==> config.mk <==
export PLATFORM = sky130hd
export DESIGN_NAME = prog_loader
export DESIGN_NICKNAME = d
export VERILOG_FILES = /design/src/rtl/prog_loader.sv
export SDC_FILE = /design/constraint.sdc
export NUM_CORES = 1
export LEC_CHECK = 0
export ABC_CLOCK_PERIOD_IN_PS = 2050
export CAP_MARGIN = 30
export CORE_ASPECT_RATIO = 2
export CORE_UTILIZATION = 45
export CTS_CLUSTER_DIAMETER = 120
export DETAILED_ROUTE_END_ITERATION = 12
export GPL_ROUTABILITY_DRIVEN = 0
export PLACE_DENSITY_LB_ADDON = 0.25
export SETUP_SLACK_MARGIN = 0.5
export SKIP_CTS_REPAIR_TIMING = 1
export SLEW_MARGIN = 20
export SYNTH_ARGS = -nofsm -noshare
export SYNTH_HDL_FRONTEND = slang
export SYNTH_SLANG_ARGS = --single-unit
==> constraint.sdc <==
create_clock -name clk -period 2.05 [get_ports clk]
set_clock_uncertainty 0.2 [all_clocks]
set_input_delay 0.5125 -clock clk [delete_from_list [all_inputs] [get_ports clk]]
set_output_delay 0.5125 -clock clk [all_outputs]
set_load 0.03 [all_outputs]
==> src/rtl/prog_loader.sv <==
// Byte-stream program loader: fills the 256x16 program memory, holding the core in reset while loading.
// Optional checksum byte and error flag: define PROG_LOADER_CHECKSUM_EN.
module prog_loader #(
   parameter int ADDR_W    = 8,
   parameter int DATA_W    = 16,
   parameter int BASE_ADDR = 0
) (
   input  logic              clk,
   input  logic              reset,
   input  logic              start,
   input  logic              in_valid,
   input  logic [7:0]        in_data,
   output logic              in_ready,
   output logic              mem_wr,
   output logic [ADDR_W-1:0] mem_addr,
   output logic [DATA_W-1:0] mem_data,
   output logic              cpu_hold,
   output logic              busy,
   output logic              done,
   output logic              error,
   output logic [ADDR_W-1:0] words_loaded
);

   localparam logic [ADDR_W-1:0] BASE = ADDR_W'(BASE_ADDR);

   typedef enum logic [2:0] {
      S_IDLE, S_HDR, S_LO, S_HI, S_WR, S_DONE
`ifdef PROG_LOADER_CHECKSUM_EN
      , S_CHK
`endif
   } state_t;

`ifdef PROG_LOADER_CHECKSUM_EN
   localparam state_t S_FIN = S_CHK;
`else
   localparam state_t S_FIN = S_DONE;
`endif

   state_t            state_q, state_d;
   logic              rdy_q, rdy_d;
   logic [ADDR_W-1:0] cnt_q, cnt_d;
   logic [ADDR_W-1:0] addr_q, addr_d;
   logic [ADDR_W-1:0] wl_q, wl_d;
   logic [ADDR_W-1:0] wl_inc;
   logic [DATA_W-1:0] word_q, word_d;
   logic              xfer;
`ifdef PROG_LOADER_CHECKSUM_EN
   logic [7:0]        sum_q, sum_d;
   logic              err_q, err_d;
`endif

   assign xfer   = in_valid & rdy_q;
   assign wl_inc = wl_q + ADDR_W'(1);

   // Next-state logic: handshake sequencing, word assembly, address stepping.
   always_comb begin
      state_d = state_q;
      cnt_d   = cnt_q;
      addr_d  = addr_q;
      wl_d    = wl_q;
      word_d  = word_q;
`ifdef PROG_LOADER_CHECKSUM_EN
      sum_d   = sum_q;
      err_d   = err_q;
`endif
      case (state_q)
         S_IDLE, S_DONE: begin
            if (start) begin
               state_d = S_HDR;
               wl_d    = '0;
               addr_d  = BASE;
`ifdef PROG_LOADER_CHECKSUM_EN
               err_d   = 1'b0;
`endif
            end
         end
         S_HDR: begin
            if (xfer) begin
               cnt_d   = ADDR_W'(in_data);
`ifdef PROG_LOADER_CHECKSUM_EN
               sum_d   = in_data;
`endif
               state_d = (in_data == 8'd0) ? S_FIN : S_LO;
            end
         end
         S_LO: begin
            if (xfer) begin
               word_d[7:0] = in_data;
`ifdef PROG_LOADER_CHECKSUM_EN
               sum_d       = sum_q + in_data;
`endif
               state_d     = S_HI;
            end
         end
         S_HI: begin
            if (xfer) begin
               word_d[15:8] = in_data;
`ifdef PROG_LOADER_CHECKSUM_EN
               sum_d        = sum_q + in_data;
`endif
               state_d      = S_WR;
            end
         end
         S_WR: begin
            addr_d  = addr_q + ADDR_W'(1);
            wl_d    = wl_inc;
            state_d = (wl_inc == cnt_q) ? S_FIN : S_LO;
         end
`ifdef PROG_LOADER_CHECKSUM_EN
         S_CHK: begin
            if (xfer) begin
               err_d   = ((sum_q + in_data) != 8'd0);
               state_d = S_DONE;
            end
         end
`endif
         default: state_d = S_IDLE;
      endcase
      rdy_d = (state_d == S_HDR) || (state_d == S_LO) ||
              (state_d == S_HI)
`ifdef PROG_LOADER_CHECKSUM_EN
              || (state_d == S_CHK)
`endif
              ;
   end

   // State and datapath registers; reset aborts any session immediately.
   always_ff @(posedge clk or posedge reset) begin
      if (reset) begin
         state_q <= S_IDLE;
         rdy_q   <= 1'b0;
         cnt_q   <= '0;
         addr_q  <= BASE;
         wl_q    <= '0;
         word_q  <= '0;
`ifdef PROG_LOADER_CHECKSUM_EN
         sum_q   <= '0;
         err_q   <= 1'b0;
`endif
      end else begin
         state_q <= state_d;
         rdy_q   <= rdy_d;
         cnt_q   <= cnt_d;
         addr_q  <= addr_d;
         wl_q    <= wl_d;
         word_q  <= word_d;
`ifdef PROG_LOADER_CHECKSUM_EN
         sum_q   <= sum_d;
         err_q   <= err_d;
`endif
      end
   end

   assign in_ready     = rdy_q;
   assign mem_wr       = (state_q == S_WR);
   assign mem_addr     = addr_q;
   assign mem_data     = word_q;
   assign busy         = (state_q != S_IDLE) && (state_q != S_DONE);
   assign cpu_hold     = busy;
   assign done         = (state_q == S_DONE);
   assign words_loaded = wl_q;
`ifdef PROG_LOADER_CHECKSUM_EN
   assign error        = err_q;
`else
   assign error        = 1'b0;
`endif

endmodule

Gate families picked out:
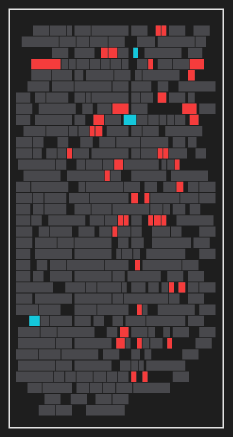
Key: NAND gates = red [cells 40, most used nand2_1]; inverters = cyan [cells 3]

Where the registers sit:
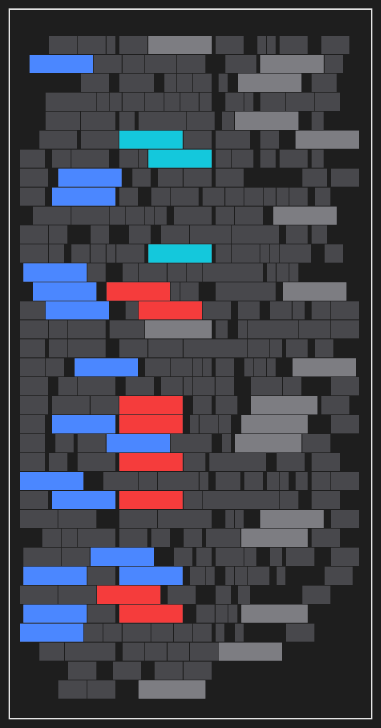
Key: mem_data = blue [sequential cells 16]; cnt_q = red [sequential cells 8]; state_q = cyan [sequential cells 3]
Another 17 sequential cells are not coloured.

==> results.rst <==
Physical design figures
=======================

.. list-table::
   :header-rows: 1

   * - Metric
     - Value
   * - Cell type taking the most area
     - logic gates
   * - Status
     - finished, violations left
   * - # clk buffers
     - 6
   * - Worst setup path startpoint
     - words_loaded[6]$_DFFE_PP0P_
   * - Flops
     - 44
   * - Dominant non-sequential cell family after synthesis
     - simple AND/OR/NAND/NOR gates
   * - Vias in the first global route
     - 1955
   * - Non-Filler Cell Area, Final
     - 3700 um^2
   * - Number of distinct standard cells referenced by the synthesized netlist
     - 45
   * - Final Routed Wirelength
     - 6100 um
   * - Hold/Removal Path Class
     - flip-flop to flip-flop
   * - IR Drop Worst-Case VDD
     - 0.00121 V
   * - Tally of filler cells in the layout
     - 282
   * - Adder and majority cell fraction of the synthesized area
     - 1.12%
   * - Data arrival time of the worst path
     - 2.18 ns
   * - HPWL after detailed placement
     - 3880 um
   * - Chip area
     - 5260 um^2
   * - Sequential portion of the cell area
     - 30.0%
   * - Gate family responsible for the most delay along the worst path
     - simple AND/OR/NAND/NOR gates
   * - Number of DRC violations after detailed-routing iteration 0
     - 34
   * - Flip-flop and latch power
     - 1460 uW
   * - Synthesis-to-layout area growth
     - 65.8%
   * - Critical path type
     - flip-flop to flip-flop
   * - Worst R2R Start
     - words_loaded[6]$_DFFE_PP0P_
   * - Number of optimization iterations in the first detailed-route pass
     - 4
   * - Setup repair after global routing missed its margin
     - yes
   * - CP Capture Type
     - flip-flop
   * - Multi-input gate share of total cell area
     - 35.7%
   * - Seq cells post-synth
     - 44
   * - Beginning of the worst hold path
     - cnt_q[1]$_DFFE_PP0P_
   * - Logic area
     - 1320 um^2
   * - Violations in the final reports
     - setup timing
   * - Sum of buffers and inverters on the critical path
     - 0
   * - Worst-case setup slack after placement
     - -0.375 ns
   * - Final setup violation count
     - 5
   * - Post-Synth XOR/XNOR Area
     - 7.07%
   * - Simple share
     - 16.5%
   * - H-Tree Level Count
     - 2
   * - Antenna violations before repair
     - 0
   * - Global route overflow
     - 0
   * - Relative contribution of the clock network to total power
     - 14.5%
   * - Core region area
     - 4690 um^2
   * - Worst-path cell chain
     - or3b_1, a2111o_1, a31oi_4, and4_4, and3b_1
   * - Overall power after layout
     - 4890 uW
   * - Count of port buffers added during placement
     - 48
   * - Well-Tap Cells
     - 55
   * - Final std cells w/o fill
     - 367
   * - Setup TNS
     - -0.401 ns
   * - Critical path's largest stage delay
     - 0.44 ns
   * - Yosys Instances
     - 206
   * - Yosys aoi share
     - 10.0%
   * - Cell-internal power
     - 3010 uW
   * - Sequential-to-total area share from yosys stat
     - 49.4%
   * - CP Data Required Time
     - 2.04 ns
   * - Antenna diode count
     - 0
   * - Worst Hold End
     - cnt_q[1]$_DFFE_PP0P_
   * - Slack of the critical path
     - -0.140 ns
   * - Part of the power in combinational logic
     - 55.7%
   * - Number of logged tool warnings
     - 28
   * - Chip Area, Yosys
     - 2230 um^2
   * - Asr flop ratio synth
     - 100%
   * - Number of nets at floorplan
     - 220
   * - CTS Root Cell
     - sky130_fd_sc_hd__clkbuf_8
   * - TritonCTS clock tree
     - done
   * - Cell type with the largest total area
     - sky130_fd_sc_hd__dfrtp_1
   * - Dominant Register Cell
     - sky130_fd_sc_hd__dfrtp_1
   * - Number of nets with antenna violations after routing
     - 0
   * - Die height
     - 102 um
   * - Main area contributors
     - sky130_fd_sc_hd__dfrtp_1, sky130_fd_sc_hd__mux2_2, sky130_fd_sc_hd__nand2_1
   * - Worst R2R Path Depth
     - 5
   * - Most used cells in the layout excluding fill and tap cells
     - sky130_fd_sc_hd__buf_6, sky130_fd_sc_hd__buf_4, sky130_fd_sc_hd__dfrtp_1
   * - Share of cells above drive strength 1
     - 53.8%
   * - Number of placement rows
     - 35
   * - Horizontal die size
     - 51.8 um
   * - Switching power
     - 1880 uW
   * - Proportion of cell area spent on the clock network
     - 3.28%
   * - Post-Place Cells
     - 339
   * - Type of element launching the critical path
     - flip-flop
   * - Reg power frac
     - 29.8%
   * - Number of buffers between clock root and the deepest sink
     - 2
   * - Non-clock inverters
     - 3
   * - Largest net degree at the start of global routing
     - 45
   * - Fraction of power spent switching nets
     - 38.5%
The metal 1 layer:
Supply wires on this layer in grey.
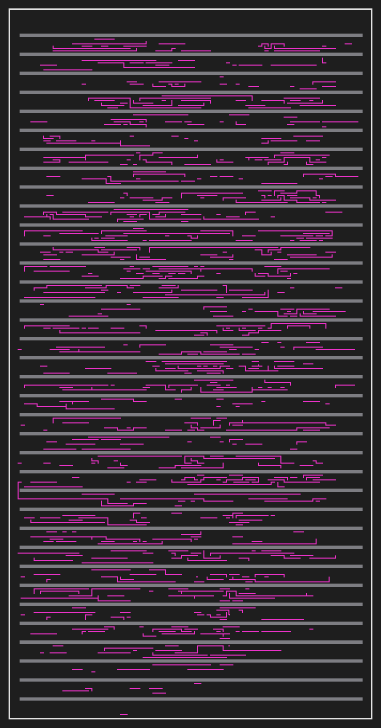
The layer carries 2260 um of wire. 282 nets have wire on it.

Clock routing:
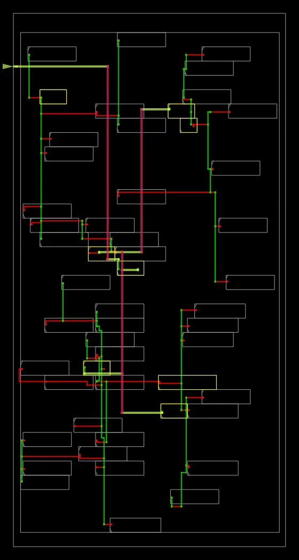
CTS sink count: 44
Latency at later pin: 0.30 ns

[worst register-to-register path: stages (launching register included)]
cell and delay, ns:
sky130_fd_sc_hd__dfrtp_2 0.44, sky130_fd_sc_hd__or3b_1 0.38, sky130_fd_sc_hd__a2111o_1 0.42, sky130_fd_sc_hd__a31oi_4 0.19, sky130_fd_sc_hd__and4_4 0.26, sky130_fd_sc_hd__and3b_1 0.20
[layer usage]
| metal | vias to the layer above | global-route usage [%] | routed length, um |
|---|---|---|---|
| met5 | - | 0 | 0 |
| met4 | 0 | 11.9 | 160 |
| met3 | 14 | 3.60 | 153 |
| met2 | 47 | 41.4 | 3520 |
| met1 | 1020 | 25.0 | 2260 |
| li1 | 948 | - | - |
Power and IR drop assume default switching activity.
